[src/rtl/load_scheduler_pkg.sv]
// Shared types and memory geometry for the host load/launch sequencer.
// Latency: n/a (types and constants only).
// Backpressure: n/a.
package load_scheduler_pkg;

    // Command target encoding carried on cmd_target
    typedef enum logic [1:0] {
        TGT_INST = 2'd0,
        TGT_W    = 2'd1,
        TGT_XY   = 2'd2,
        TGT_RUN  = 2'd3
    } LoadTarget;

    // Array and memory geometry (depths are powers of two so address wrap is a plain truncation)
    localparam int NU_COUNT       = 4;
    localparam int INST_MEM_SIZE  = 48;
    localparam int INST_MEM_DEPTH = 64;
    localparam int W_MEM_DEPTH    = 32;
    localparam int XY_MEM_DEPTH   = 16;

    localparam int INST_ADDR_W = $clog2(INST_MEM_DEPTH);
    localparam int W_ADDR_W    = $clog2(W_MEM_DEPTH);
    localparam int XY_ADDR_W   = $clog2(XY_MEM_DEPTH);
    localparam int NU_IDX_W    = (NU_COUNT > 1) ? $clog2(NU_COUNT) : 1;

    // Host beats needed to build one instruction word of the given host word width
    function automatic int inst_beats(input int dw);
        return (INST_MEM_SIZE + dw - 1) / dw;
    endfunction

    localparam int HOST_WORD_W = 16;
    localparam int INST_BEATS  = inst_beats(HOST_WORD_W);

endpackage

[src/rtl/load_scheduler_inst_word_packer.sv]
// Packs host beats little-endian (beat 0 in LSBs) into one instruction word.
// Latency: word + strobe registered, valid the cycle after the final beat is accepted.
// Backpressure: none; accepts one beat per cycle whenever beat_vld is high.
module inst_word_packer #(
    parameter int DW     = 16,
    parameter int BEATS  = 3,
    parameter int WORD_W = 48
) (
    input  logic              clk,
    input  logic              reset,
    input  logic              clear,
    input  logic              beat_vld,
    input  logic [DW-1:0]     beat_dat,
    output logic              beat_last,
    output logic              word_vld,
    output logic [WORD_W-1:0] word_dat
);

    localparam int PACK_W = BEATS * DW;
    localparam int CNT_W  = (BEATS > 1) ? $clog2(BEATS) : 1;

    logic [PACK_W-1:0] pack_q;
    logic [PACK_W-1:0] full_c;
    logic [CNT_W-1:0]  cnt_q;

    assign beat_last = (cnt_q == CNT_W'(BEATS - 1));

    // Full word as it will look once the incoming final beat lands in the top slot
    always_comb begin
        full_c = pack_q;
        full_c[(BEATS-1)*DW +: DW] = beat_dat;
    end

    // Beat shift/count register; a partial word is dropped on clear or reset
    always_ff @(posedge clk or negedge reset) begin
        if (!reset) begin
            pack_q   <= '0;
            cnt_q    <= '0;
            word_vld <= 1'b0;
            word_dat <= '0;
        end else begin
            word_vld <= 1'b0;
            if (clear) begin
                pack_q <= '0;
                cnt_q  <= '0;
            end else if (beat_vld) begin
                if (beat_last) begin
                    word_vld <= 1'b1;
                    word_dat <= full_c[WORD_W-1:0];
                    pack_q   <= '0;
                    cnt_q    <= '0;
                end else begin
                    pack_q[cnt_q*DW +: DW] <= beat_dat;
                    cnt_q                  <= cnt_q + 1'b1;
                end
            end
        end
    end

endmodule

[src/rtl/load_scheduler.sv]
// Host load/launch sequencer: scatters host words into INST/W/XY memories, then launches and tracks a RUN.
// Latency: memory writes registered, 1 cycle after beat accept; run high the cycle after a RUN command.
// Backpressure: data_ready only in LOAD (state-only); cmd_ready only in IDLE. Optional LOAD_CHECKSUM_EN adds checksum output.
module load_scheduler
    import load_scheduler_pkg::*;
#(
    parameter int DATA_WIDTH = 16,
    parameter int LEN_WIDTH  = 16
) (
    input  logic                     clk,
    input  logic                     reset,
    input  logic                     cmd_valid,
    output logic                     cmd_ready,
    input  logic [1:0]               cmd_target,
    input  logic [LEN_WIDTH-1:0]     cmd_addr,
    input  logic [LEN_WIDTH-1:0]     cmd_length,
    input  logic                     data_valid,
    output logic                     data_ready,
    input  logic [DATA_WIDTH-1:0]    data,
    input  logic                     ctrl_idle,
    output logic                     run,
    output logic                     busy,
    output logic                     done,
    output logic                     inst_write_enable,
    output logic [INST_ADDR_W-1:0]   inst_write_addr,
    output logic [INST_MEM_SIZE-1:0] inst_write_data,
    output logic [NU_COUNT-1:0]      w_write_enable,
    output logic [W_ADDR_W-1:0]      w_write_addr,
    output logic [DATA_WIDTH-1:0]    w_write_data,
    output logic                     xy_write_enable,
    output logic [XY_ADDR_W-1:0]     xy_write_addr,
    output logic [DATA_WIDTH-1:0]    xy_write_data
`ifdef LOAD_CHECKSUM_EN
    ,
    output logic [DATA_WIDTH-1:0]    checksum
`endif
);

    localparam int BEATS = inst_beats(DATA_WIDTH);

    typedef enum logic [2:0] {
        IDLE       = 3'd0,
        GATE       = 3'd1,
        LOAD       = 3'd2,
        RUN_ASSERT = 3'd3,
        RUN_WAIT   = 3'd4
    } state_t;

    state_t                 state_q, state_d;
    LoadTarget              tgt_q;
    logic [LEN_WIDTH-1:0]   addr_q;
    logic [LEN_WIDTH-1:0]   len_q;
    logic [LEN_WIDTH-1:0]   cnt_q;
    logic [NU_IDX_W-1:0]    nu_q;
    logic [LEN_WIDTH-1:0]   row_q;
    logic [LEN_WIDTH-1:0]   inst_row_q;

    logic cmd_acc;
    logic beat_acc;
    logic last_beat;
    logic pk_last;

    // cmd_ready is held low while reset is asserted even though the state is IDLE
    assign cmd_ready  = (state_q == IDLE) && reset;
    assign data_ready = (state_q == LOAD);
    assign busy       = (state_q != IDLE);
    assign run        = (state_q == RUN_ASSERT);
    assign done       = (state_q == RUN_WAIT) && ctrl_idle;

    assign cmd_acc   = cmd_valid && cmd_ready;
    assign beat_acc  = data_valid && data_ready;
    assign last_beat = (cnt_q == len_q - LEN_WIDTH'(1));

    // State register
    always_ff @(posedge clk or negedge reset) begin
        if (!reset) begin
            state_q <= IDLE;
        end else begin
            state_q <= state_d;
        end
    end

    // Next-state logic; ctrl_idle is deliberately ignored once LOAD has begun
    always_comb begin
        state_d = state_q;
        case (state_q)
            IDLE: begin
                if (cmd_acc) begin
                    if (LoadTarget'(cmd_target) == TGT_RUN) begin
                        state_d = RUN_ASSERT;
                    end else if (cmd_length != '0) begin
                        state_d = GATE;
                    end
                end
            end
            GATE: begin
                if (ctrl_idle) begin
                    state_d = LOAD;
                end
            end
            LOAD: begin
                if (beat_acc && last_beat) begin
                    state_d = IDLE;
                end
            end
            RUN_ASSERT: begin
                if (!ctrl_idle) begin
                    state_d = RUN_WAIT;
                end
            end
            RUN_WAIT: begin
                if (ctrl_idle) begin
                    state_d = IDLE;
                end
            end
            default: state_d = IDLE;
        endcase
    end

    // Command latch and word/NU/row counters; NU index and row avoid a divider
    always_ff @(posedge clk or negedge reset) begin
        if (!reset) begin
            tgt_q      <= TGT_INST;
            addr_q     <= '0;
            len_q      <= '0;
            cnt_q      <= '0;
            nu_q       <= '0;
            row_q      <= '0;
            inst_row_q <= '0;
        end else if (cmd_acc) begin
            tgt_q      <= LoadTarget'(cmd_target);
            addr_q     <= cmd_addr;
            len_q      <= cmd_length;
            cnt_q      <= '0;
            nu_q       <= '0;
            row_q      <= '0;
            inst_row_q <= '0;
        end else if (beat_acc) begin
            cnt_q <= cnt_q + 1'b1;
            if (tgt_q == TGT_W) begin
                if (nu_q == NU_IDX_W'(NU_COUNT - 1)) begin
                    nu_q  <= '0;
                    row_q <= row_q + 1'b1;
                end else begin
                    nu_q <= nu_q + 1'b1;
                end
            end
            if (tgt_q == TGT_INST && pk_last) begin
                inst_row_q <= inst_row_q + 1'b1;
            end
        end
    end

    // Registered W/XY write ports and INST write address; addresses wrap at memory depth
    always_ff @(posedge clk or negedge reset) begin
        if (!reset) begin
            w_write_enable  <= '0;
            w_write_addr    <= '0;
            w_write_data    <= '0;
            xy_write_enable <= 1'b0;
            xy_write_addr   <= '0;
            xy_write_data   <= '0;
            inst_write_addr <= '0;
        end else begin
            w_write_enable  <= '0;
            xy_write_enable <= 1'b0;
            if (beat_acc) begin
                case (tgt_q)
                    TGT_W: begin
                        w_write_enable <= NU_COUNT'(1) << nu_q;
                        w_write_addr   <= W_ADDR_W'(addr_q + row_q);
                        w_write_data   <= data;
                    end
                    TGT_XY: begin
                        xy_write_enable <= 1'b1;
                        xy_write_addr   <= XY_ADDR_W'(addr_q + cnt_q);
                        xy_write_data   <= data;
                    end
                    TGT_INST: begin
                        if (pk_last) begin
                            inst_write_addr <= INST_ADDR_W'(addr_q + inst_row_q);
                        end
                    end
                    default: ;
                endcase
            end
        end
    end

    inst_word_packer #(
        .DW     (DATA_WIDTH),
        .BEATS  (BEATS),
        .WORD_W (INST_MEM_SIZE)
    ) u_packer (
        .clk       (clk),
        .reset     (reset),
        .clear     (cmd_acc),
        .beat_vld  (beat_acc && (tgt_q == TGT_INST)),
        .beat_dat  (data),
        .beat_last (pk_last),
        .word_vld  (inst_write_enable),
        .word_dat  (inst_write_data)
    );

`ifdef LOAD_CHECKSUM_EN
    // Running sum of accepted words, restarted by every load command
    always_ff @(posedge clk or negedge reset) begin
        if (!reset) begin
            checksum <= '0;
        end else if (cmd_acc && (LoadTarget'(cmd_target) != TGT_RUN)) begin
            checksum <= '0;
        end else if (beat_acc) begin
            checksum <= checksum + data;
        end
    end
`endif

endmodule

[config.mk]
export PLATFORM = sky130hd
export DESIGN_NAME = load_scheduler
export DESIGN_NICKNAME = d
export VERILOG_FILES = /design/src/rtl/load_scheduler_pkg.sv /design/src/rtl/load_scheduler_inst_word_packer.sv /design/src/rtl/load_scheduler.sv
export SDC_FILE = /design/constraint.sdc
export NUM_CORES = 1
export LEC_CHECK = 0
export ABC_AREA = 1
export ABC_CLOCK_PERIOD_IN_PS = 1620
export CORE_MARGIN = 3
export CORE_UTILIZATION = 48
export CTS_CLUSTER_DIAMETER = 100
export DETAILED_ROUTE_END_ITERATION = 6
export PLACE_DENSITY_LB_ADDON = 0.08
export SLEW_MARGIN = 15
export SYNTH_ARGS = -nofsm -noshare
export SYNTH_HDL_FRONTEND = slang
export SYNTH_SLANG_ARGS = --single-unit
[constraint.sdc]
create_clock -name clk -period 1.62 [get_ports clk]
set_input_delay 0.162 -clock clk [delete_from_list [all_inputs] [get_ports clk]]
set_output_delay 0.162 -clock clk [all_outputs]
set_load 0.03 [all_outputs]
Cells by drive strength:
Bar = 50 um.
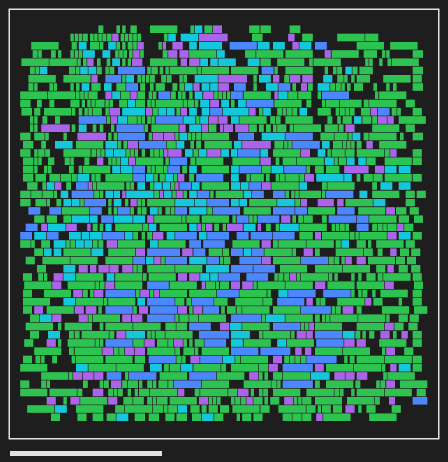
Key: x1 and smaller = green [cells 865, share 65%, most used dfrtp_1]; x6 and larger = blue [cells 112, share 8.4%, most used buf_6]; x3 and x4 = cyan [cells 174, share 13%, most used buf_4]; x2 = purple [cells 178, share 13%, most used o21ai_2]

Clock distribution:
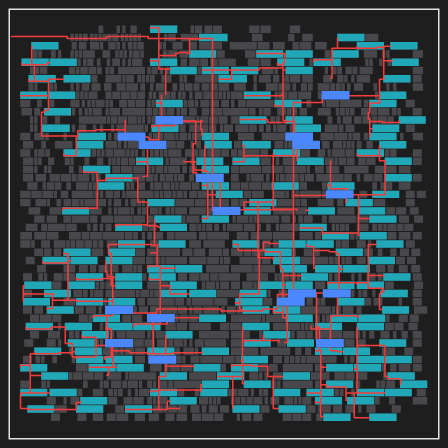
Key: clock wires = red [length 2200 um]; flip-flops = cyan [count 191]; clock-net drivers = blue [count 17]
There are 18 routed clock nets.

Sequential cells grouped by signal name:
Bar = 50 um. Other sequential cells in the stronger gray, the rest of the logic in the fainter gray.
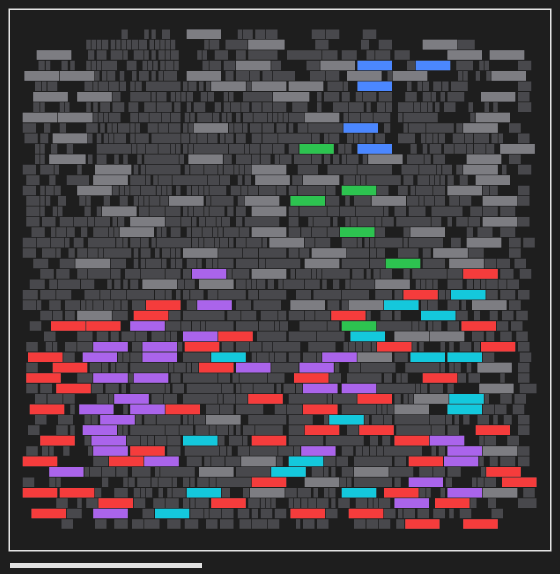
Key: `u_packer.pack_q` = purple [sequential cells 32]; `inst_row_q` = green [sequential cells 6]; `row_q` = blue [sequential cells 5]; `u_packer.word_dat` = red [sequential cells 48]; `xy_write_data` = cyan [sequential cells 16]

Signal metal coverage by tile:
The die is cut into 28 by 28 equal tiles; dark blue is low, red is high, scaled to the fullest tile. Values are wire area over tile area, all layers added.
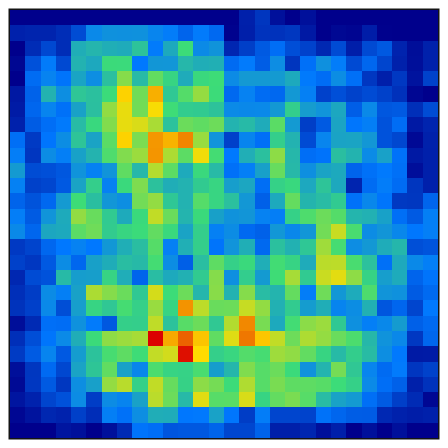
The emptiest ninth of the die: north-east. 6.2% of the tiles are nearly empty. The densest ninth of the die: south. The mean over all tiles is 0.26. 20% of the tiles are over half the peak. The fullest tile reaches 0.80.

==> notes.md <==
Synthesis and PnR results.

- Signal nets in the final route climb as high as met4.
- The total number of vias reads 8663.
- The number of flip-flops under the largest register name is 48.
- The highest net fanout along the worst path reads 16.
- The area taken by flip-flops and latches is 4786 um^2.
- The part of the total power dissipated in the clock network is 0.173.
- The total met3 wirelength after detailed routing is 2736 um.
- The timing report gives the worst reg2reg path a setup slack of -0.38 ns.
- The post-synthesis net count is 1093.
- The average routed wire per standard cell reads 20.34 um.
- Across all hold checks on the routed design, the worst slack comes to -0.02695 ns.
- The total of endpoints with negative setup slack in the final report reads 182.
- Once synthesis finished, the tally of register bits stood at 191.
- Relative to the synthesized area, the layout overhead comes to 62.64%.
- In this run the number of H-tree levels came out at 4.
- The kind of end point of the critical path reads a register.
- The share of flip-flops with an asynchronous set or reset after synthesis is 1.000.
- The combined area of the multi-input logic cells is 4472 um^2.
- RePlAce ended its routability-driven mode at a weighted congestion of 0.8690.
- Of the available clock period, the critical path in the final layout requires 1.235.
- The simple-gate portion of the synthesized area reads 0.1965.
- The number of inverters outside the clock class in the layout reads 137.
- The number of clock buffer instances in the layout is 18.
- The cell-mix breakdown from Yosys lists the adder-cell area share as 0.03979.
- The checks that failed: negative hold slack, negative setup slack.
- The number of instances in the synthesized netlist reads 1012.
- The count of inserted antenna diode cells reads 0.
- The run finished, with violations left.
- The final-report hold violation count reads 5.
- The peak per-stage delay on the critical path is 0.41 ns.
- Per the TritonCTS log, the buffer count is 17.
- The static leakage is 7.069 nW.
- The timing report attributes the biggest portion of critical-path delay to buffers and inverters.
- The worst path setup slack after routing reads -0.3801 ns.
- The finished design was reported to have a net count of 1397.
- The number of buffer and inverter stages on the critical path reads 5.
- The routed wire length reads 31600 um.
- Of the total synthesized cell area, the portion taken by AND-OR and OR-AND cells is 0.1152.
- The commonest cells after synthesis are 236 x nand2_1, 191 x dfrtp_1, 154 x o21ai_0, 134 x inv_1, 69 x nand3_1.
- The critical path class reads reg -> reg.
- Once detailed placement completed, the half-perimeter wirelength came to 15680 um.
- The script extracted a net switching power of 0.01062 W.
- The actual transition at the worst max-transition pin is 0.7968 ns.
Power is estimated from default activity; no workload was simulated.
